<file path="config.mk">
export PLATFORM = sky130hd
export DESIGN_NAME = ov7670_pixel_capture
export DESIGN_NICKNAME = d
export VERILOG_FILES = /design/src/rtl/ov7670_pixel_capture.sv
export SDC_FILE = /design/constraint.sdc
export NUM_CORES = 1
export LEC_CHECK = 0
export CAP_MARGIN = 5
export CORE_MARGIN = 2
export CORE_UTILIZATION = 57
export CTS_CLUSTER_SIZE = 24
export DETAILED_ROUTE_END_ITERATION = 8
export PLACE_DENSITY = 0.84
export SLEW_MARGIN = 20
export SYNTH_ARGS = -nofsm -noshare
export SYNTH_HDL_FRONTEND = slang
export SYNTH_SLANG_ARGS = --single-unit
</file>
<file path="constraint.sdc">
create_clock -name Clk_i -period 5.41 [get_ports Clk_i]
set_input_delay 1.623 -clock Clk_i [delete_from_list [all_inputs] [get_ports Clk_i]]
set_output_delay 1.623 -clock Clk_i [all_outputs]
set_load 0.005 [all_outputs]
</file>
<file path="src/rtl/ov7670_pixel_capture.sv">
// ov7670_pixel_capture: pairs OV7670 RGB565 bytes into decimated RGB444 pixel strobes; defining OV7670_CAPTURE_DROP_COUNT_EN adds Dropped_Frames_o
module ov7670_pixel_capture #(
  parameter int H_ACTIVE_P    = 640,
  parameter int V_ACTIVE_P    = 480,
  parameter int DECIM_P       = 4,
  parameter int PIXEL_WIDTH_P = 12
) (
  input  logic                     Clk_i,
  input  logic                     Reset_i,
  input  logic                     Vsync_i,
  input  logic                     Href_i,
  input  logic [7:0]               Data_i,
  input  logic                     Buff_Locked_i,
  output logic [PIXEL_WIDTH_P-1:0] Pixel_Data_o,
  output logic                     Pixel_Available_o,
  output logic                     Frame_Start_o,
`ifdef OV7670_CAPTURE_DROP_COUNT_EN
  output logic [7:0]               Dropped_Frames_o,
`endif
  output logic                     Frame_Done_o
);
  localparam logic [1:0] WAIT_VSYNC = 2'd0, WAIT_START = 2'd1, CAPTURE = 2'd2;
  localparam logic [9:0] H_LIM = 10'(H_ACTIVE_P);
  localparam logic [8:0] V_LIM = 9'(V_ACTIVE_P);
  localparam logic [9:0] C_MASK = 10'(DECIM_P - 1);
  localparam logic [8:0] R_MASK = 9'(DECIM_P - 1);
  logic [1:0] state, state_n;
  logic vsync_d, href_d, phase;
  logic [6:0] hi_bits;
  logic [9:0] col_cnt;
  logic [8:0] row_cnt;
  logic cap, vs_fall, vs_rise, href_fall, start, low_byte, keep;
  always_comb begin
    cap = state == CAPTURE;
    vs_fall = vsync_d & ~Vsync_i;
    vs_rise = ~vsync_d & Vsync_i;
    href_fall = href_d & ~Href_i;
    start = state == WAIT_START && vs_fall && !Buff_Locked_i;
    low_byte = cap & Href_i & phase;
    keep = low_byte && col_cnt < H_LIM && row_cnt < V_LIM && (col_cnt & C_MASK) == '0 && (row_cnt & R_MASK) == '0;
    state_n = state == WAIT_VSYNC ? (Vsync_i ? WAIT_START : WAIT_VSYNC) :
              state == WAIT_START ? (start ? CAPTURE : WAIT_START) :
              cap ? (vs_rise ? WAIT_START : CAPTURE) : WAIT_VSYNC;
  end
  always_ff @(posedge Clk_i) begin
    if (Reset_i) begin
      state <= WAIT_VSYNC;
      vsync_d <= 1'b0;
      href_d <= 1'b0;
      phase <= 1'b0;
      hi_bits <= '0;
      col_cnt <= '0;
      row_cnt <= '0;
      Pixel_Data_o <= '0;
      Pixel_Available_o <= 1'b0;
      Frame_Start_o <= 1'b0;
      Frame_Done_o <= 1'b0;
    end else begin
      state <= state_n;
      vsync_d <= Vsync_i;
      href_d <= Href_i;
      phase <= cap & Href_i & ~phase;
      if (cap & Href_i & ~phase) hi_bits <= {Data_i[7:4], Data_i[2:0]};
      // counters saturate at the active size so oversized lines/frames never wrap into kept positions
      if (start) begin
        col_cnt <= '0;
        row_cnt <= '0;
      end else if (cap & href_fall) begin
        col_cnt <= '0;
        if (row_cnt < V_LIM) row_cnt <= row_cnt + 9'd1;
      end else if (low_byte && col_cnt < H_LIM) col_cnt <= col_cnt + 10'd1;
      if (keep) Pixel_Data_o <= PIXEL_WIDTH_P'({hi_bits, Data_i[7], Data_i[4:1]});
      Pixel_Available_o <= keep;
      Frame_Start_o <= start;
      Frame_Done_o <= cap & vs_rise;
    end
  end
`ifdef OV7670_CAPTURE_DROP_COUNT_EN
  always_ff @(posedge Clk_i) begin
    if (Reset_i) Dropped_Frames_o <= '0;
    else if (state == WAIT_START && vs_fall && Buff_Locked_i && Dropped_Frames_o != 8'hFF)
      Dropped_Frames_o <= Dropped_Frames_o + 8'd1;
  end
`endif
endmodule
</file>
==> metrics.yaml, run 1 <==
run_status:
  status: "completed"
floorplan:
  io-pin-count: 28
route:
  wl_per_cell_um: 11.84
  dr.pass1.iters: 6
  drc: 0
cells_and_area:
  comb_area_frac: 0.4023
  nNetsFinal: 254
  layout_top_cells: "dfxtp_1 (46), nand2_1 (31), nor2_1 (28)"
clock_tree:
  cts_resized: 0
  root_buffer: "clkbuf_4"
placed_design:
  dp_cells: 274
  dpl_cell_area_um2: 2176
  port_buffers: 27
critical_path:
  cp.required_ns: 5.62
  cp_slowest_cell: "or4_4"
  cp-start-kind: "input pin"
power_and_ir_drop:
  peakVddDrop_mv: 0.1985
  power.group.top: "registers"
  power_density_nw_per_um2: 246.1
synthesis:
  yosys_most_used_dff: "dfxtp_1"
  syn_inst: 212
  top_cells_by_count: "dfxtp_1 (46), nand2_1 (31), nor2_1 (28), a21oi_1 (18), xnor2_1 (12)"
  top_cells_by_area: "dfxtp_1 (48%), nand2_1 (6.1%), nor2_1 (5.5%)"
  top_cell_area_share: 0.4848
  yosysTopAreaCell: "dfxtp_1"
timing:
  slew_headroom: 0.4198
  hold_slack_ns: 0.4537
  rsz0062_at_grt: "no"
-- run 1: worst paths after layout --
check | start | cells after the start | slack, ns | end
max reg2reg | row_cnt[7] | 4 | 3.71 | Pixel_Data_o[6]
min reg2reg | hi_bits[6] | 2 | 0.45 | Pixel_Data_o[11]
min | hi_bits[6] | 2 | 0.45 | Pixel_Data_o[11]
max | Href_i | 5 | 2.40 | Pixel_Data_o[6]
-- run 1: tightest hold or removal path, stage by stage (launching register included) --
cell and delay, ns:
dfxtp_1 0.33, nand2_1 0.05, a21oi_1 0.05
-- run 1: registers in the layout, summed over array words and instances, names as in the netlist --
name and flops:
Frame_Done_o 1, Frame_Start_o 1, Pixel_Available_o 1, Pixel_Data_o 12
col_cnt 10, hi_bits 7, href_d 1, phase 1
row_cnt 9, state 2, vsync_d 1
-- run 1: metal layers --
metal / global-route usage / wire length, um / part of all wire / vias to the layer above
li1: - / - / - / 775
met1: 0.2549 / 1611 / 0.48 / 661
met2: 0.3068 / 1537 / 0.46 / 25
met3: 0.04969 / 123 / 0.037 / 8
met4: 0.1003 / 68 / 0.020 / 0
met5: 0 / 0 / 0 / -
-- run 1: logic make-up (layout without fill, tap and decap cells) --
| group | after synthesis | count (layout) | share of synthesized area |
|---|---|---|---|
| adders and majority gates | 4 | 4 | 0.02635 |
| DFF | 46 | 46 | 0.4848 |
| buffers and inverters | 15 | 41 | 0.03754 |
| xor gates and xnor gates | 13 | 13 | 0.05995 |
| AOI/OAI and AO/OA | 26 | 26 | 0.07181 |
| and+or+nand+nor | 101 | 101 | 0.2826 |
| muxes | 7 | 7 | 0.03689 |
Fig. 1: run 1, cell classes on the final placement
Scale: 6 px per um. Fill, decap, tap and diode cells in gray.
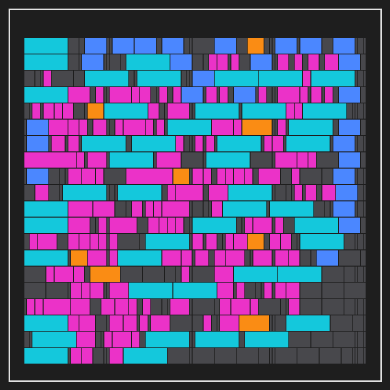
- cyan: registers (cells 46; share of their area 42%)
- blue: remaining buffers and delay cells (cells 27; share of their area 12%)
- magenta: remaining logic cells (cells 157; share of their area 42%)
- orange: clock drivers and dummy loads (cells 8; share of their area 3.6%)
Site Rows: 20
fin area: 2255 um2
core box area: 3103 um2
sequential share of cell area: 0.4084

Fig. 2: run 1, ports around the boundary
Scale: 4 px per um. Pins as bars across the die edge, other pins in gray.
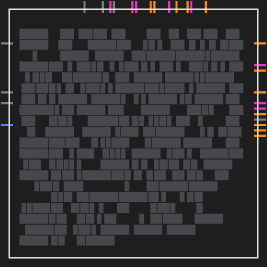
- orange: `Pixel_Data_o` (pins 12; direction output; edge 7 east, 5 north)
- blue: `Href_i` (pins 1; direction input; edge west)
- magenta: `Data_i` (pins 8; direction input; edge 5 north, 3 east)
- all pins by edge: 13 north, 11 east, 4 west

Fig. 3: run 1, clock nets
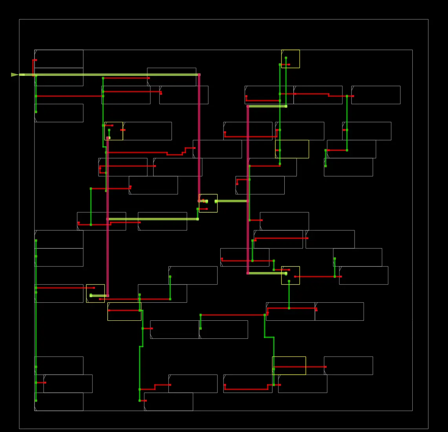
Late-Pin Clk Latency: 0.36 ns
Flop Count: 46
# clk buffers: 8
Sink Count: 46
clk_skew: 0.004970 ns

==> run 2: changes to the inputs <==
- CORE_UTILIZATION: 57 -> 48
- PLACE_DENSITY: 0.84 -> 0.76
- clock period: 5.41 -> 2.6 ns (I/O delays scaled with it)
Fig. 4: run 2, clock nets
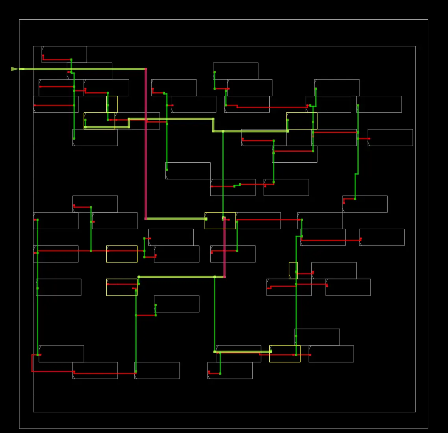
TritonCTS Buffers: 5
Clock group: 0.000440 W
# clk buffers: 7
Late-Pin Clk Latency: 0.30 ns

==> metrics.yaml, run 2 <==
run_status:
  status: "completed"
clock_tree:
  cts_resized: 0  # unchanged
  cts.sinks: 46  # unchanged
power_and_ir_drop:
  power_density_nw_per_um2: 517.1  # +110%
route:
  drc: 0  # unchanged
  wl_per_cell_um: 12.18  # +2.8%
  dr.pass1.iters: 4  # -2
cells_and_area:
  largest_register_ffs: 12  # unchanged
  regMostFlops: "Pixel_Data_o"
  reg.largest.list: "Pixel_Data_o x12, col_cnt x10, row_cnt x9"
critical_path:
  r2r_cells: 4  # unchanged
  cp-start-kind: "input pin"
  cp.required_ns: 2.83  # -2.79 ns
floorplan:
  io-pin-count: 28  # unchanged
  rows: 22  # +10%
hold_path:
  holdPathStages: 2  # unchanged
timing:
  rsz0062_at_grt: "no"
  hold_slack_ns: 0.4510  # -0.002673 ns
  finClkSkew_ns: 0.006019  # +0.001049 ns
  slew_headroom: 0.6871  # +0.2673
synthesis:
  syn_inst: 212  # unchanged
placed_design:
  port_buffers: 27  # unchanged
Fig. 5: run 2, cell classes on the final placement
Scale: 6 px per um. Fill, decap, tap and diode cells in gray.
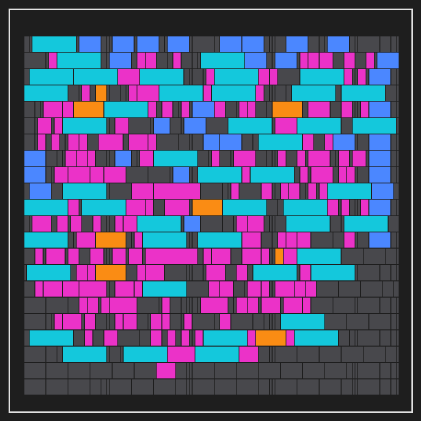
- cyan: registers (cells 46; share of their area 41%)
- magenta: remaining logic cells (cells 157; share of their area 41%)
- blue: remaining buffers and delay cells (cells 32; share of their area 14%)
- orange: clock drivers and dummy loads (cells 8; share of their area 4.1%)
fin area: 2310 um2
core box area: 3744 um2
sequential share of cell area: 0.3987
Layout Utilization: 0.6170

run 2: cell type report:
cell class                 count  share of cell area
multi-input combinational    151              0.3927
sequential                    46              0.3987
timing repair buffer          32              0.1333
tap                           48             0.02600
inverter                       6            0.009751
clock inverter                 1            0.002167
clock buffer                   7             0.03738
run 2: cells by family after synthesis:
logic type | count (synthesis) | synth area share
xor gates and xnor gates | 13 | 0.05995
DFF | 46 | 0.4848
buffers and inverters | 15 | 0.03754
adders and majority gates | 4 | 0.02635
muxes | 7 | 0.03689
AOI/OAI and AO/OA | 26 | 0.07181
and+or+nand+nor | 101 | 0.2826
run 2: final timing paths:
check | end | startpoint | slack [ns]
min reg2reg | Pixel_Data_o[9] | hi_bits[4] | 0.45
max | col_cnt[8] | Href_i | 0.45
min | Pixel_Data_o[9] | hi_bits[4] | 0.45
max reg2reg | Pixel_Data_o[7] | row_cnt[6] | 0.93
run 2: stage by stage:
stage          setup WS [ns]  total power [W]
2_1_floorplan         0.6168        0.0007436
3_3_place_gp          0.1624        0.0007708
3_5_place_dp          0.1398        0.0007715
4_1_cts               0.4656         0.001210
5_1_grt               0.3335         0.001246
6_report              0.4535         0.001194
run 2: metal layers:
metal / global-route usage / up-vias / share of wire
met5: 0 / - / 0
met2: 0.2888 / 22 / 0.47
li1: - / 779 / -
met1: 0.2240 / 671 / 0.48
met3: 0.07095 / 4 / 0.039
met4: 0.07653 / 0 / 0.0096
run 2: critical path: stages:
cell             delay, ns
clkdlybuf4s50_1       0.60
and4b_1               0.32
nand4_1               0.18
or3_1                 0.35
a21oi_1               0.14
run 2: power by group:
| part | total (W) | internal, W | switching, W |
|---|---|---|---|
| clock | 0.000440 | 0.000214 | 0.000225 |
| combinational | 0.0000439 | 0.0000237 | 0.0000202 |
| sequential | 0.000711 | 0.000707 | 0.00000344 |
Power and IR drop assume default switching activity.
